===== src/rtl/btb_predictor_pkg.sv =====
// Shared types and constants for the branch target buffer.
package btb_predictor_pkg;

    localparam int BTB_WIDTH = 32;
    localparam int BTB_AGE_W = 6;

    localparam logic [1:0] CTR_WEAK_TAKEN = 2'b10;
    localparam logic [1:0] CTR_MAX        = 2'b11;

    typedef struct packed {
        logic                 valid;
        logic [BTB_WIDTH-1:0] tag;
        logic [BTB_WIDTH-1:0] target;
        logic [1:0]           ctr;
        logic [BTB_AGE_W-1:0] age;
    } btb_entry_t;

    function automatic logic [1:0] ctr_step(input logic [1:0] ctr, input logic taken);
        if (taken) begin
            return (ctr == CTR_MAX) ? CTR_MAX : ctr + 2'd1;
        end
        return (ctr == 2'b00) ? 2'b00 : ctr - 2'd1;
    endfunction

endpackage


===== src/rtl/btb_predictor_if.sv =====
// Fetch-side lookup and EX-side update bundle for the BTB; outputs are
// combinational from PC, so there is no flow control on either side.
interface btb_predictor_if
    import btb_predictor_pkg::*;
#(
    parameter int WIDTH = BTB_WIDTH
);
    logic             clr;
    logic [WIDTH-1:0] PC;
    logic             predictJump;
    logic [WIDTH-1:0] jumpAddr;
    logic             updEn;
    logic [WIDTH-1:0] EXPC;
    logic             EXBranch;
    logic             EXBranchTaken;
    logic [WIDTH-1:0] EXBranchAddr;
    logic [15:0]      hitCount;

    modport master (
        output clr, PC, updEn, EXPC, EXBranch, EXBranchTaken, EXBranchAddr,
        input  predictJump, jumpAddr, hitCount
    );

    modport slave (
        input  clr, PC, updEn, EXPC, EXBranch, EXBranchTaken, EXBranchAddr,
        output predictJump, jumpAddr, hitCount
    );
endinterface


===== src/rtl/btb_predictor_lru.sv =====
// True-LRU age tracker: touch takes effect on the next edge, victim/ages are
// combinational from state; no backpressure, a touch is always accepted.
module btb_lru #(
    parameter int SIZE  = 8,
    parameter int IDX_W = $clog2(SIZE)
) (
    input  logic             clk,
    input  logic             rst,
    input  logic             touch_i,
    input  logic [IDX_W-1:0] touch_idx_i,
    output logic [IDX_W-1:0] victim_o,
    output logic [IDX_W-1:0] age_o [SIZE]
);

    logic [IDX_W-1:0] age_q [SIZE];
    logic [IDX_W-1:0] age_d [SIZE];
    logic [IDX_W-1:0] old_age;

    assign old_age = age_q[touch_idx_i];

    // Entries younger than the touched one each age by one; others keep order.
    always_comb begin
        for (int j = 0; j < SIZE; j++) begin
            age_d[j] = age_q[j];
            if (touch_i) begin
                if (IDX_W'(j) == touch_idx_i) begin
                    age_d[j] = '0;
                end else if (age_q[j] < old_age) begin
                    age_d[j] = age_q[j] + 1'b1;
                end
            end
        end
    end

    always_comb begin
        victim_o = '0;
        for (int i = 0; i < SIZE; i++) begin
            if (age_q[i] == IDX_W'(SIZE - 1)) begin
                victim_o = IDX_W'(i);
            end
        end
    end

    always_ff @(posedge clk or posedge rst) begin
        if (rst) begin
            for (int i = 0; i < SIZE; i++) begin
                age_q[i] <= IDX_W'(i);
            end
        end else begin
            for (int i = 0; i < SIZE; i++) begin
                age_q[i] <= age_d[i];
            end
        end
    end

    assign age_o = age_q;

endmodule


===== src/rtl/btb_predictor.sv =====
// Fully-associative BTB with 2-bit counters: lookup is 0-cycle combinational,
// updates land on the next edge; updEn=0 stalls all state, nothing is ever refused.
module btb_predictor
    import btb_predictor_pkg::*;
#(
    parameter int WIDTH = BTB_WIDTH,
    parameter int SIZE  = 8
) (
    input  logic            clk,
    input  logic            rst,
    btb_predictor_if.slave  bus
);

    localparam int IDX_W = $clog2(SIZE);

    logic [SIZE-1:0]  valid_q, valid_d;
    logic [WIDTH-1:0] tag_q    [SIZE];
    logic [WIDTH-1:0] tag_d    [SIZE];
    logic [WIDTH-1:0] target_q [SIZE];
    logic [WIDTH-1:0] target_d [SIZE];
    logic [1:0]       ctr_q    [SIZE];
    logic [1:0]       ctr_d    [SIZE];
    logic [15:0]      hit_cnt_q, hit_cnt_d;

    logic [IDX_W-1:0] age [SIZE];
    logic [IDX_W-1:0] lru_victim;
    btb_entry_t       ent [SIZE];

    logic             look_hit, upd_hit, free_any, upd_req, touch;
    logic [IDX_W-1:0] look_idx, upd_idx, free_idx, alloc_idx, touch_idx;

    always_comb begin
        for (int i = 0; i < SIZE; i++) begin
            ent[i] = '{valid:  valid_q[i],
                       tag:    tag_q[i],
                       target: target_q[i],
                       ctr:    ctr_q[i],
                       age:    BTB_AGE_W'(age[i])};
        end
    end

    // Tags are full PCs, so at most one entry matches on either port.
    always_comb begin
        look_hit = 1'b0;
        look_idx = '0;
        upd_hit  = 1'b0;
        upd_idx  = '0;
        free_any = 1'b0;
        free_idx = '0;
        for (int i = 0; i < SIZE; i++) begin
            if (ent[i].valid && ent[i].tag == bus.PC) begin
                look_hit = 1'b1;
                look_idx = IDX_W'(i);
            end
            if (ent[i].valid && ent[i].tag == bus.EXPC) begin
                upd_hit = 1'b1;
                upd_idx = IDX_W'(i);
            end
        end
        for (int i = SIZE - 1; i >= 0; i--) begin
            if (!ent[i].valid) begin
                free_any = 1'b1;
                free_idx = IDX_W'(i);
            end
        end
    end

    assign bus.predictJump = look_hit && ent[look_idx].ctr[1];
    assign bus.jumpAddr    = bus.predictJump ? ent[look_idx].target : '0;
    assign bus.hitCount    = hit_cnt_q;

    assign upd_req   = bus.updEn && bus.EXBranch && !bus.clr;
    assign alloc_idx = free_any ? free_idx : lru_victim;
    assign touch     = upd_req && (upd_hit || bus.EXBranchTaken);
    assign touch_idx = upd_hit ? upd_idx : alloc_idx;

    always_comb begin
        valid_d   = valid_q;
        tag_d     = tag_q;
        target_d  = target_q;
        ctr_d     = ctr_q;
        hit_cnt_d = hit_cnt_q;
        if (bus.clr) begin
            valid_d = '0;
        end else if (upd_req) begin
            if (upd_hit) begin
                ctr_d[upd_idx] = ctr_step(ctr_q[upd_idx], bus.EXBranchTaken);
                if (bus.EXBranchTaken) begin
                    target_d[upd_idx] = bus.EXBranchAddr;
                end
                if (hit_cnt_q != 16'hFFFF) begin
                    hit_cnt_d = hit_cnt_q + 16'd1;
                end
            end else if (bus.EXBranchTaken) begin
                valid_d[alloc_idx]  = 1'b1;
                tag_d[alloc_idx]    = bus.EXPC;
                target_d[alloc_idx] = bus.EXBranchAddr;
                ctr_d[alloc_idx]    = CTR_WEAK_TAKEN;
            end
        end
    end

    always_ff @(posedge clk or posedge rst) begin
        if (rst) begin
            valid_q   <= '0;
            hit_cnt_q <= '0;
            for (int i = 0; i < SIZE; i++) begin
                tag_q[i]    <= '0;
                target_q[i] <= '0;
                ctr_q[i]    <= '0;
            end
        end else begin
            valid_q   <= valid_d;
            hit_cnt_q <= hit_cnt_d;
            for (int i = 0; i < SIZE; i++) begin
                tag_q[i]    <= tag_d[i];
                target_q[i] <= target_d[i];
                ctr_q[i]    <= ctr_d[i];
            end
        end
    end

    btb_lru #(
        .SIZE  (SIZE),
        .IDX_W (IDX_W)
    ) u_lru (
        .clk         (clk),
        .rst         (rst),
        .touch_i     (touch),
        .touch_idx_i (touch_idx),
        .victim_o    (lru_victim),
        .age_o       (age)
    );

    // Eviction of a full table must always land on the oldest entry.
    a_victim_oldest: assert property (@(posedge clk) disable iff (rst)
        (touch && !upd_hit && !free_any) |-> ent[alloc_idx].age == BTB_AGE_W'(SIZE - 1));

endmodule


===== src/flat_wrapper.sv =====
// flat-port wrapper written by rule: the top's interface ports become plain ports
module btb_predictor_flat import btb_predictor_pkg::*;
#(
    parameter int WIDTH = BTB_WIDTH,
    parameter int SIZE  = 8
)
  (clk, rst, bus_clr, bus_PC, bus_updEn, bus_EXPC, bus_EXBranch, bus_EXBranchTaken, bus_EXBranchAddr, bus_predictJump, bus_jumpAddr, bus_hitCount);
  btb_predictor_if #(.WIDTH(WIDTH)) bus_i ();
  input  logic clk;
  input  logic rst;
  input wire logic [$bits(bus_i.clr)-1:0] bus_clr;
  input wire logic [$bits(bus_i.PC)-1:0] bus_PC;
  input wire logic [$bits(bus_i.updEn)-1:0] bus_updEn;
  input wire logic [$bits(bus_i.EXPC)-1:0] bus_EXPC;
  input wire logic [$bits(bus_i.EXBranch)-1:0] bus_EXBranch;
  input wire logic [$bits(bus_i.EXBranchTaken)-1:0] bus_EXBranchTaken;
  input wire logic [$bits(bus_i.EXBranchAddr)-1:0] bus_EXBranchAddr;
  output wire logic [$bits(bus_i.predictJump)-1:0] bus_predictJump;
  output wire logic [$bits(bus_i.jumpAddr)-1:0] bus_jumpAddr;
  output wire logic [$bits(bus_i.hitCount)-1:0] bus_hitCount;
  assign bus_i.clr = bus_clr;
  assign bus_i.PC = bus_PC;
  assign bus_i.updEn = bus_updEn;
  assign bus_i.EXPC = bus_EXPC;
  assign bus_i.EXBranch = bus_EXBranch;
  assign bus_i.EXBranchTaken = bus_EXBranchTaken;
  assign bus_i.EXBranchAddr = bus_EXBranchAddr;
  assign bus_predictJump = bus_i.predictJump;
  assign bus_jumpAddr = bus_i.jumpAddr;
  assign bus_hitCount = bus_i.hitCount;
  btb_predictor #(.WIDTH(WIDTH), .SIZE(SIZE)) u_core (.clk(clk), .rst(rst), .bus(bus_i));
endmodule

===== config.mk =====
export PLATFORM = sky130hd
export DESIGN_NAME = btb_predictor_flat
export DESIGN_NICKNAME = d
export VERILOG_FILES = /design/src/rtl/btb_predictor_pkg.sv /design/src/rtl/btb_predictor_if.sv /design/src/rtl/btb_predictor_lru.sv /design/src/rtl/btb_predictor.sv /design/src/flat_wrapper.sv
export SDC_FILE = /design/constraint.sdc
export NUM_CORES = 2
export LEC_CHECK = 0
export CAP_MARGIN = 20
export CELL_PAD_IN_SITES_DETAIL_PLACEMENT = 1
export CELL_PAD_IN_SITES_GLOBAL_PLACEMENT = 2
export CORE_MARGIN = 5
export CORE_UTILIZATION = 25
export DETAILED_ROUTE_END_ITERATION = 12
export GPL_TIMING_DRIVEN = 0
export PLACE_DENSITY_LB_ADDON = 0.1
export SYNTH_ARGS = -nofsm -noshare
export SYNTH_HDL_FRONTEND = slang
export SYNTH_SLANG_ARGS = --single-unit
export TNS_END_PERCENT = 1

===== constraint.sdc =====
create_clock -name clk -period 41.6 [get_ports clk]
set_input_delay 10.4 -clock clk [delete_from_list [all_inputs] [get_ports clk]]
set_output_delay 10.4 -clock clk [all_outputs]
set_load 0.02 [all_outputs]

Fig. 1: M4 wires
(1 px per um) Supply wires on this layer in grey.
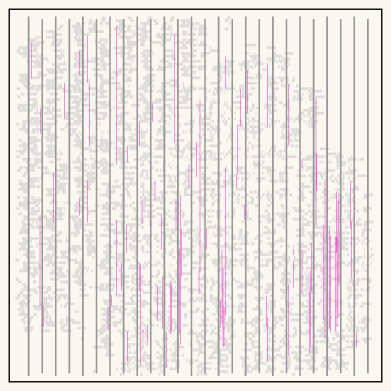
wire length on this layer: 4240 um
longest straight run: 171 um

Fig. 2: clock nets
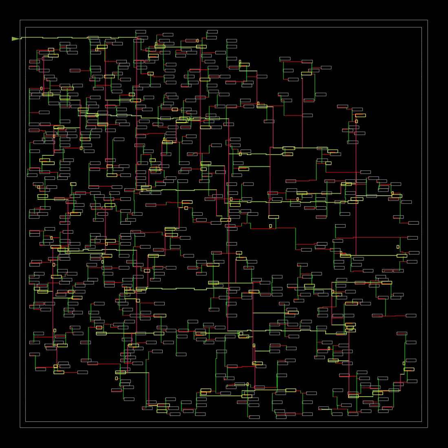
# clk buffers: 112
Setup Skew: 0.0270 ns

Fig. 3: pin placement
(1 px per um) Pins as bars across the die edge, other pins in grey.
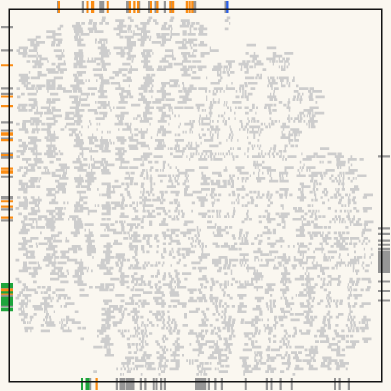
| port | colour | pins | direction | edge |
|---|---|---|---|---|
| `bus_hitCount` | green | 16 | output | 12 left, 4 bottom |
| `bus_jumpAddr` | orange | 32 | output | 16 left, 15 top, 1 bottom |
| `bus_EXBranch` | blue | 1 | input | top |

==> ci_impl_report.md <==
### Metrics collected by this job

| Metric | Value |
|---|---|
| DR iter-0 viols | ~1.6k |
| Mean number of vias per cell | 5.09 |
| R2R setup slack | 35.58 ns |
| Setup TNS | 0 ns |
| Logic area | ~17000 um2 |
| Clk ins delay skew pair | approximately 0.7 ns |
| Post-synth EDFFs | 0 |
| Top cell excl fill/tap | dfrtp_1 |
| Yosys cell count | approximately 2.8k |
| VDD IR-drop max | approximately 30 uV |
| Global placer's final weighted congestion | around 0.9 |
| Final net count | roughly 3.2k |
| Post-Synth Simple-Gate Area | approximately 11% |
| Post-synthesis async set-or-reset flop share | 100% |
| Drt wl/cell | ~32 um |
| Hold path start | u_core.ctr_q[12]$_DFFE_PP0P_ |
| Seq_cells | 576 |
| M1 wire length | 71200 um |
| Initial antenna violation count | 15 |
| Yosys cell types | approximately 76 |
| H-tree depth | 3 |
| Placed inst area | ~36000 um2 |
| Buffering overhead | between 5 and 6% |
| Number of logic inverters in the finished layout | 54 |
| Detail Placement HPWL | 109000 um |
| WP buf/inv | 5 |
| Vias in the first global route | around 26k |
| Die W | 371 um |
| Die area | 138000 um2 |
| Synth mux share | between 20% and 30% |
| Crit path time final | approximately 27 ns |
| Share of the yosys chip area belonging to registers | roughly 44% |
| Slew margin rel. | 28.8% |
| Die Y | ~370 um |
| Min-Delay Path Depth | 2 |
| Logic Gate Count | roughly 2.0k |
| Final hold violation count | 0 |
| Initial Util | about a quarter |
| Clock Pin Slew Worst Setup and Hold Paths | ~0.060 ns |
| PostCTS Resize Cnt | 0 |
| Log Warnings | 32 |
| Most area-consuming cells after synthesis | dfrtp_1, mux2_2, xnor2_1 |
| Crit Reg-Reg Startpoint | u_core.ent[486]$_DFFE_PP0P_ |
| Ys flop type | dfrtp_1 |
| Proportion of layout cells with a drive suffix above 1 | between 20 and 30% |
| Row cnt | 132 |
| Area delta synth->final | 19.2% |
| Yosys warns | 0 |
| Pin count of the biggest net entering global routing | 115 |
| Max_cap viols | 0 |
| CP delay by family, top | buffers and inverters |
| Global-route wire length before repair | 215000 um |
| Yosys aoi share | 4.36% |
| First-pass iteration count of the detailed router | 5 |
| Clock tree from TritonCTS | built |
| Startpoint Class | input pin |
| Cell area after layout | between 30000 and 40000 um2 |
| Yosys top cell area share | 43.3% |
| Slowest cell on crit path | clkbuf_1 |
| Met2 WL | 71400 um |
| WL met3 | ~7500 um |
| Pwr/cell area | a little over 40 nW/um2 |
| Inst Count DP | 4692 |
| Worst-path cell chain | clkbuf_2 -> xnor2_1 -> nand4_1 -> nor4_1 -> nand4_1 -> or4_1 -> o21ai_0 -> a21boi_0 -> o21ai_1 -> buf_6 -> clkbuf_1 -> clkbuf_1 -> mux4_2 -> nand2_1 -> a21oi_1 -> clkdlybuf4s50_1 |
| Routed Antenna Nets | 0 |
| Yosys xor share | between 10% and 20% |
| Critical Path End | bus_jumpAddr[30] |
| Number of CTS-inserted buffers | ~80 |
| CP max FO | 10 |
| Reg2reg path depth | 17 |
| Worst hold path endpoint | u_core.ctr_q[12]$_DFFE_PP0P_ |
| Post-CTS setup repair buffer count | 0 |
| GR Overflow Total | 0 |
| Synth Net Count | about 3k |
| Final setup viols | 0 |
| Residual DRC | 0 |
| Number of buffers inserted by port buffering | roughly 90 |
| Tapcells | around 1.7k |
| Area leader, netlist | dfrtp_1 |
| Worst path depth | 16 |
| Unrepaired setup endpoints after global routing | false |
| Mean post-synth cell area | ~12 um2 |
| # hold bufs at CTS | 0 |
| Non-Clock Buffer Count | approximately 300 |
| Netlist Area Pre-Place | ~33000 um2 |
| Post-place setup slack | 14.19 ns |
| Tot Pwr | 1.61 mW |
| Clock root buffer master | clkbuf_16 |
| Origin of the worst setup path | bus_PC[24] |
| Max Slew Vio Count | 0 |
| CP peak stage delay | 0.78 ns |
| WL final | around 150000 um |
| Synth cell count leaders | dfrtp_1, mux2_2, xnor2_1, xor2_1, nand2_1 |
| ClkCell Share | under 10% |
| Leading cell kind | combinational gates |
| Top-count cell post-synth | dfrtp_1 |
| Slew @ Worst Pin | ~1.1 ns |
| Combinational share of cell area | 44.1% |
| Adder Area Share | approximately 1.1% |
| Status | completed |
| Registers, synthesis | between 500 and 600 |
| Part of the cycle the worst path needs | between 60% and 70% |
| Top cells excl fill/tap | dfrtp_1, mux2_2, xnor2_1 |
| Bufs on Longest Clock Path | 3 |
| CP Capture Type | primary output |
| Cell count after synthesis | between 2k and 3k |
| Yosys stat area | roughly 33000 um2 |
| Clock sinks | 576 |
| Worst EP arrival | 16.92 ns |
| Crit Path Category | in -> out |
| Layout Cells excl Fill | about 4.8k |
| Antenna cells | 5 |
Fig. 4: layout detail
Region (253, 253) to (303, 303) um. Cells in grey, sequential cells in the stronger grey; small squares are vias.
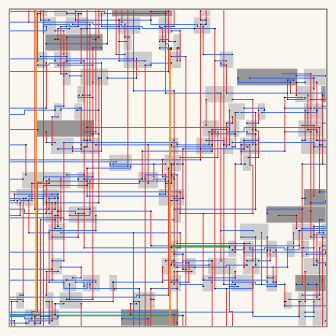
| layer | colour |
|---|---|
| met1 | blue |
| met2 | red |
| met3 | green |
| met4 | orange |
most frequent: nand2_1 (10)
sequential cells in the window: 6
cells with their middle in the window: 87
netlist names of flops here include: `u_core.u_lru.age_o` (6)

Fig. 5: signal wires on met3
(1 px per um)
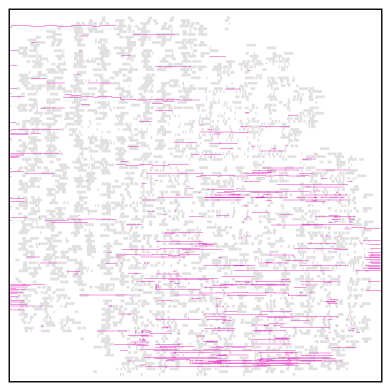
main direction: horizontal
nets with wire on the layer: 254

==> registers in the layout, summed over array words and instances, names as in the netlist <==
name	count
u_core.u_lru.age_o	24
u_core.valid_q	8
u_core.bus.hitCount	16
u_core.ctr_q	16
u_core.ent	512
==> per-layer routing <==
metal  vias to the layer above  global-route usage (%)
met5                         -                       0
met2                       710                    35.7
li1                      10500                       -
met4                         0                    5.90
met1                     13200                    31.0
met3                       189                    3.77
==> power breakdown <==
group / internal [mW] / leakage [nW] / switching (mW)
clock: 0.426 / 1.32 / 0.286
sequential: 0.604 / 7.74 / 0.0402
combinational: 0.102 / 8.02 / 0.147
total: 1.13 / 17.1 / 0.473
==> kinds of logic after synthesis <==
family,count (synthesis)
flops,576
xor+xnor,516
simple gates,673
buf+inv,233
fa+ha+maj,29
mux,578
compound gates,226
Power is estimated from default activity; no workload was simulated.
